$ cat src/rtl/lab3_pkg.sv
// Shared types and constants for the lab 3 adder/subtractor front end.
package lab3_pkg;

  localparam int OPERAND_W = 4;

  // Operand-entry FSM states; the values double as the board LED pattern.
  typedef enum logic [1:0] {
    LOAD_A0 = 2'b00,
    LOAD_A1 = 2'b01,
    READY   = 2'b10
  } state_e;

endpackage

$ cat src/rtl/button_debounce.sv
// Push-button conditioner: 2-flop synchronizer, debounce counter and accepted level.
// Emits a one-cycle press pulse for every accepted release->press transition.
module button_debounce #(
  parameter int unsigned DEBOUNCE_CYCLES = 500000
) (
  input  logic clk,
  input  logic reset,
  input  logic key_n,
  output logic press,
  output logic level
);

  localparam int CW = (DEBOUNCE_CYCLES > 2) ? $clog2(DEBOUNCE_CYCLES) : 1;
  localparam logic [CW-1:0] LAST = CW'(DEBOUNCE_CYCLES - 1);

  logic          key_s1_q, key_s2_q;
  logic          level_q, level_d;
  logic          armed_q, armed_d;
  logic          press_q, press_d;
  logic [CW-1:0] cnt_q, cnt_d;

  // Bring the raw button into the clock domain; idle level is released (1).
  always_ff @(posedge clk or posedge reset) begin
    if (reset) begin
      key_s1_q <= 1'b1;
      key_s2_q <= 1'b1;
    end else begin
      key_s1_q <= key_n;
      key_s2_q <= key_s1_q;
    end
  end

  // Until the button has been seen released for a full debounce window after
  // reset, a held key is ignored so reset release can never fake a press.
  // Once armed, the counter runs while the synced key disagrees with the
  // accepted level and reloads as soon as they agree again, so any glitch
  // shorter than the window is discarded.
  always_comb begin
    cnt_d   = cnt_q;
    level_d = level_q;
    armed_d = armed_q;
    press_d = 1'b0;
    if (!armed_q) begin
      if (!key_s2_q) begin
        cnt_d = '0;
      end else if (cnt_q == LAST) begin
        armed_d = 1'b1;
        cnt_d   = '0;
      end else begin
        cnt_d = cnt_q + CW'(1);
      end
    end else if (key_s2_q == level_q) begin
      cnt_d = '0;
    end else if (cnt_q == LAST) begin
      level_d = key_s2_q;
      cnt_d   = '0;
      press_d = ~key_s2_q;
    end else begin
      cnt_d = cnt_q + CW'(1);
    end
  end

  // Debounce state registers.
  always_ff @(posedge clk or posedge reset) begin
    if (reset) begin
      cnt_q   <= '0;
      level_q <= 1'b1;
      armed_q <= 1'b0;
      press_q <= 1'b0;
    end else begin
      cnt_q   <= cnt_d;
      level_q <= level_d;
      armed_q <= armed_d;
      press_q <= press_d;
    end
  end

  assign press = press_q;
  assign level = level_q;

endmodule

$ cat src/rtl/operand_entry.sv
// Operand entry front end: captures a0, then a1 plus add/sub select, on
// successive debounced button presses and holds them stable for the adder.
module operand_entry
  import lab3_pkg::*;
#(
  parameter int unsigned DEBOUNCE_CYCLES = 500000
) (
  input  logic                 clk,
  input  logic                 reset,
  input  logic [OPERAND_W-1:0] sw,
  input  logic                 sub_sw,
  input  logic                 key_n,
  output logic [OPERAND_W-1:0] a0,
  output logic [OPERAND_W-1:0] a1,
  output logic                 s,
  output logic                 op_valid,
  output logic [1:0]           state_led
);

  logic [OPERAND_W-1:0] sw_s1_q, sw_s2_q;
  logic                 sub_s1_q, sub_s2_q;
  logic                 press;
  logic                 unused_level;

  state_e               state_q, state_d;
  logic [OPERAND_W-1:0] a0_q, a0_d, a1_q, a1_d;
  logic                 s_q, s_d, op_valid_q, op_valid_d;

  button_debounce #(
    .DEBOUNCE_CYCLES(DEBOUNCE_CYCLES)
  ) u_deb (
    .clk   (clk),
    .reset (reset),
    .key_n (key_n),
    .press (press),
    .level (unused_level)
  );

  // Synchronize the slide switches; only the second stage is ever sampled.
  always_ff @(posedge clk or posedge reset) begin
    if (reset) begin
      sw_s1_q  <= '0;
      sw_s2_q  <= '0;
      sub_s1_q <= 1'b0;
      sub_s2_q <= 1'b0;
    end else begin
      sw_s1_q  <= sw;
      sw_s2_q  <= sw_s1_q;
      sub_s1_q <= sub_sw;
      sub_s2_q <= sub_s1_q;
    end
  end

  // Next-state and capture decisions; nothing moves except on a press.
  always_comb begin
    state_d    = state_q;
    a0_d       = a0_q;
    a1_d       = a1_q;
    s_d        = s_q;
    op_valid_d = op_valid_q;
    case (state_q)
      LOAD_A0: if (press) begin
        a0_d       = sw_s2_q;
        op_valid_d = 1'b0;
        state_d    = LOAD_A1;
      end
      LOAD_A1: if (press) begin
        a1_d       = sw_s2_q;
        s_d        = sub_s2_q;
        op_valid_d = 1'b1;
        state_d    = READY;
      end
      READY: if (press) begin
        // New entry; a1/s keep the previous set until overwritten.
        a0_d       = sw_s2_q;
        op_valid_d = 1'b0;
        state_d    = LOAD_A1;
      end
      default: state_d = LOAD_A0;
    endcase
  end

  // State and operand registers.
  always_ff @(posedge clk or posedge reset) begin
    if (reset) begin
      state_q    <= LOAD_A0;
      a0_q       <= '0;
      a1_q       <= '0;
      s_q        <= 1'b0;
      op_valid_q <= 1'b0;
    end else begin
      state_q    <= state_d;
      a0_q       <= a0_d;
      a1_q       <= a1_d;
      s_q        <= s_d;
      op_valid_q <= op_valid_d;
    end
  end

  assign a0        = a0_q;
  assign a1        = a1_q;
  assign s         = s_q;
  assign op_valid  = op_valid_q;
  assign state_led = state_q;

endmodule

$ cat config.mk
export PLATFORM = sky130hd
export DESIGN_NAME = operand_entry
export DESIGN_NICKNAME = d
export VERILOG_FILES = /design/src/rtl/lab3_pkg.sv /design/src/rtl/button_debounce.sv /design/src/rtl/operand_entry.sv
export SDC_FILE = /design/constraint.sdc
export NUM_CORES = 1
export LEC_CHECK = 0
export ABC_CLOCK_PERIOD_IN_PS = 3600
export CORE_AREA = 2 2 54 76
export CTS_CLUSTER_DIAMETER = 200
export DETAILED_ROUTE_END_ITERATION = 6
export DIE_AREA = 0 0 56 78
export GPL_ROUTABILITY_DRIVEN = 0
export PLACE_DENSITY = 0.84
export SLEW_MARGIN = 20
export SYNTH_ARGS = -nofsm -noshare
export SYNTH_HDL_FRONTEND = slang
export SYNTH_SLANG_ARGS = --single-unit
$ cat constraint.sdc
create_clock -name clk -period 3.6 [get_ports clk]
set_input_delay 0.36 -clock clk [delete_from_list [all_inputs] [get_ports clk]]
set_output_delay 0.36 -clock clk [all_outputs]
set_load 0.05 [all_outputs]
==> flow_summary.json <==
{
  "clkTransAtPathRegs_ns": 0.08,
  "ys_warn_count": 0,
  "status": "completed",
  "seqPwrFrac_pct": 62.9,
  "numCtsBuffers": 5,
  "pg_comb_uw": 28.5,
  "cp.required_ns": 3.79,
  "hp-class": "reg2reg",
  "top_register": "u_deb.cnt_q",
  "cts_max_level": 2,
  "fp-row-count": 26,
  "avgSynthCellArea_sq_um": 12.42,
  "tightest_slew_ns": 0.6280,
  "io_pins": 20,
  "power.group.top": "registers",
  "yosys_cells": 155,
  "dp.cells": 214,
  "syn_inst": 155,
  "largest_reg_flops": 19,
  "drc": 0
}
### Sequential cells colored by netlist name

Scale bar: 20 microns.
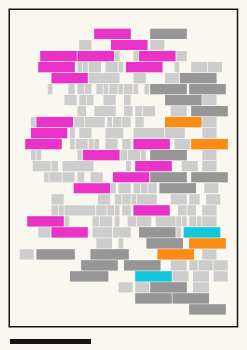
legend:
  cyan:
    signal: state_led
    sequential_cells: 2
  orange:
    signal: a0
    sequential_cells: 4
  magenta:
    signal: u_deb.cnt_q
    sequential_cells: 19
not colored: 21
final core occ: 61.33%
Power Sequential: 535 uW
sequential cell area share: 51.68%

### Cell outlines without signal wires

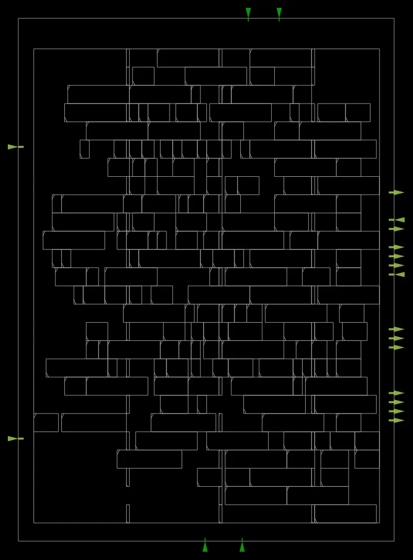
flip-flops: 46
tally of non-filler cells in the final layout: 221

### Metal 3

Scale bar: 20 microns.
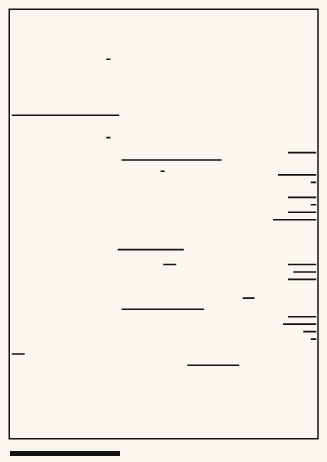
main direction: horizontal
wire length on this layer: 137 microns
Post-Route WL: 3217 microns
met3 Track Usage GR: 5.833%
via count: 1246

### Cell area per tile

6 x 8 tiles, from white (low) to dark blue (high), 0 to 100% covered.
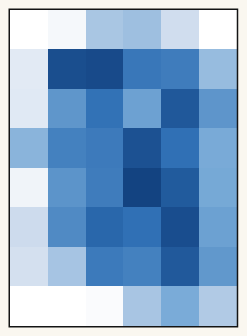
tiles over 75% full: 19%
densest ninth of the die: center
emptiest ninth of the die: lower left
nearly empty tiles: 8.3%
fullest tile: 93%
Starting Density: 52.85%
core area: 0.003643 sq mm

### Placed cells, one color a class

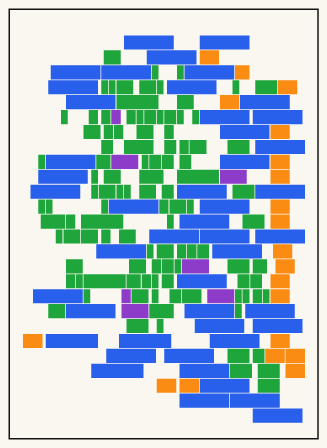
legend:
  blue:
    class: registers
    cells: 46
  orange:
    class: remaining buffers and delay cells
    cells: 20
  green:
    class: remaining logic cells
    cells: 106
  purple:
    class: clock drivers and dummy loads
    cells: 7

No activity file was given, so power comes from the tool's default toggle rates.
